Fig. 1: M1 wires
Drawn at 6 px/um. Supply wires on this layer in gray.
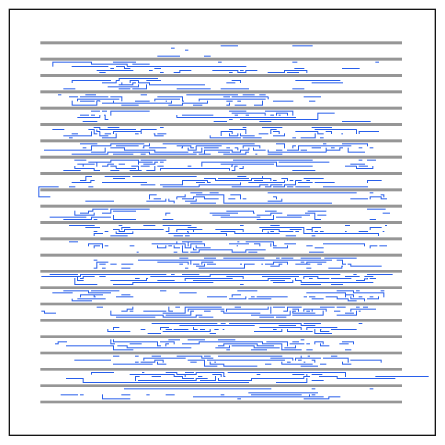
Fig. 2: metal 2
Drawn at 4 px/um. Cells faint in the background.
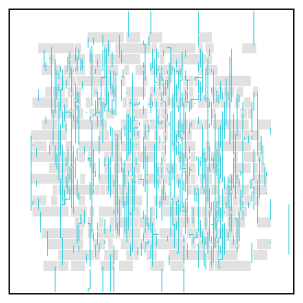
==> config.mk <==
export PLATFORM = sky130hd
export DESIGN_NAME = payment_controller
export DESIGN_NICKNAME = d
export VERILOG_FILES = /design/src/rtl/payment_controller.sv
export SDC_FILE = /design/constraint.sdc
export NUM_CORES = 1
export LEC_CHECK = 0
export ABC_AREA = 1
export CORE_MARGIN = 5
export CORE_UTILIZATION = 55
export DETAILED_ROUTE_END_ITERATION = 10
export HOLD_SLACK_MARGIN = 0.12
export PLACE_DENSITY_LB_ADDON = 0.15
export SLEW_MARGIN = 20
export SYNTH_ARGS = -nofsm -noshare
export SYNTH_HDL_FRONTEND = slang
export SYNTH_SLANG_ARGS = --single-unit
==> constraint.sdc <==
create_clock -name clk -period 5.2 [get_ports clk]
set_clock_uncertainty 0.05 [all_clocks]
set_input_delay 0.78 -clock clk [delete_from_list [all_inputs] [get_ports clk]]
set_output_delay 0.78 -clock clk [all_outputs]
set_load 0.01 [all_outputs]
==> src/rtl/payment_controller.sv <==
// rtl/payment_controller.sv - vending payment controller: credit accumulation, dispense pulse, change/refund coin train
module payment_controller #(
  parameter int TIMEOUT_CYCLES = 1000,
  parameter int CNT_W          = 10
) (
  input  logic       clk,
  input  logic       reset,
  input  logic [4:0] selected_price,
  input  logic [1:0] coin_in,
  input  logic       cancel,
  output logic [5:0] credit,
  output logic       busy,
  output logic       dispense,
  output logic       change_coin,
  output logic       coin_reject
);

  typedef enum logic [1:0] {IDLE, COLLECT, VEND, CHANGE} state_e;

  state_e           state_q, state_d;
  logic [5:0]       credit_q, credit_d;
  logic [4:0]       price_q, price_d;
  logic [CNT_W-1:0] cnt_q, cnt_d;
  logic             reject_q, reject_d;

  logic [5:0] coin_val;
  logic [5:0] sum;
  logic       coin_present;

  always_comb begin
    case (coin_in)
      2'b01:   coin_val = 6'd5;
      2'b10:   coin_val = 6'd10;
      2'b11:   coin_val = 6'd20;
      default: coin_val = 6'd0;
    endcase
  end

  assign coin_present = (coin_in != 2'b00);
  assign sum          = credit_q + coin_val;

  always_ff @(posedge clk or negedge reset) begin
    if (!reset) begin
      state_q  <= IDLE;
      credit_q <= '0;
      price_q  <= '0;
      cnt_q    <= '0;
      reject_q <= 1'b0;
    end else begin
      state_q  <= state_d;
      credit_q <= credit_d;
      price_q  <= price_d;
      cnt_q    <= cnt_d;
      reject_q <= reject_d;
    end
  end

  always_comb begin
    state_d  = state_q;
    credit_d = credit_q;
    price_d  = price_q;
    cnt_d    = cnt_q;
    reject_d = 1'b0;
    case (state_q)
      IDLE: begin
        if (coin_present && selected_price != 5'd0) begin
          price_d  = selected_price;
          credit_d = coin_val;
          cnt_d    = '0;
          state_d  = (coin_val >= {1'b0, selected_price}) ? VEND : COLLECT;
        end else if (coin_present) begin
          reject_d = 1'b1;
        end
      end
      COLLECT: begin
        if (coin_present) begin
          credit_d = sum;
          cnt_d    = '0;
        end else begin
          cnt_d = cnt_q + 1'b1;
        end
        // Cancel wins over reaching the price; any coin this cycle is already folded into the refund.
        if (cancel) begin
          state_d = CHANGE;
        end else if (coin_present && sum >= {1'b0, price_q}) begin
          state_d = VEND;
        end else if (!coin_present && cnt_q == CNT_W'(TIMEOUT_CYCLES - 1)) begin
          state_d = CHANGE;
        end
      end
      VEND: begin
        reject_d = coin_present;
        credit_d = credit_q - {1'b0, price_q};
        state_d  = (credit_q > {1'b0, price_q}) ? CHANGE : IDLE;
      end
      CHANGE: begin
        reject_d = coin_present;
        if (credit_q <= 6'd5) begin
          credit_d = '0;
          state_d  = IDLE;
        end else begin
          credit_d = credit_q - 6'd5;
        end
      end
      default: state_d = IDLE;
    endcase
  end

  assign credit      = credit_q;
  assign busy        = (state_q != IDLE);
  assign dispense    = (state_q == VEND);
  assign change_coin = (state_q == CHANGE);
  assign coin_reject = reject_q;

endmodule

==> deck_impl_summary.md <==
Flow Results at a Glance

Run status
  – Run status: completed

Placement
  – I/O Buffers: 19
  – Pre-CTS setup slack: approximately 1.6 ns

Final timing
  – Part of the cycle the worst path needs: about 64%
  – Worst relative slew slack: 71.4%
  – Final Max Tran Viols: 0

Detailed routing
  – DRC viols: 0
  – Initial DRC count: 142
  – Top Layer Used: met4
  – WL/cell: 13.3 um
  – First drt pass iteration count: 4

Logic synthesis
  – Post-synth regs: 24
  – Cell type with the largest total area: dfrtp_1
  – Async SR Flop Fraction: 100%
  – Post-synth top flop: dfrtp_1
  – Sequential share of the synthesized area: 29.6%
  – Avg Cell Area, Syn: between 6 and 7 um2
  – Synth top area share: 29.6%
  – Syn_nets: 328

Floorplanning
  – # rows: 22

Hold path
  – Hold Path Cell Cnt: 1
  – Hold Crit Class: register to register
  – Hold Path Origin: cnt_q[3]

Global route
  – GRT Max-Usage Layer: met2
  – Largest net degree at the start of global routing: 25
  – Total track usage: about a fifth

Power
  – Leakage power: about 1.2 nW
  – P_seq: 0.000316 W
  – Pwr Total: 0.00138 W
  – Power per cell area: 590 mW/mm2
  – Int Pwr: 0.000676 W

Worst setup path
  – Crit. Startpoint: coin_in[0]
  – CP max stage cell: clkdlybuf4s50_1
  – CP Depth: 23

CTS
  – Clock sinks: 24
  – H-tree levels: 1
  – Clk_lat worst skew: ~0.27 ns
  – CTS Buffer Depth: 2
  – Post-cts resize count: 0

Finish
  – Non-clk invs: around 55
  – Register area: between 600 and 700 um2
  – Finished Core Util: between 60% and 70%
  – Comb_multi_in: around 220
  – Share of layout cells above drive strength 1: 5.00%
  – Max FFs per register: 10
  – Synth-to-Final Area Change: 14.7%
Back to the opening pictures, Fig. 1:
wire length on this layer	2,310 um
main direction	horizontal
nets with wire on the layer	325
longest straight run	32.2 um

Back to the opening pictures, Fig. 2:
nets with wire on the layer	283
longest straight run	32.3 um
wire length on this layer	2,200 um
share of all routed wire	45%
M2 GR Usage: 34.8%
Post-Route WL: 4880 um
via count: 1,967

Power figures rest on the tool's default switching activity, not on a simulated workload.
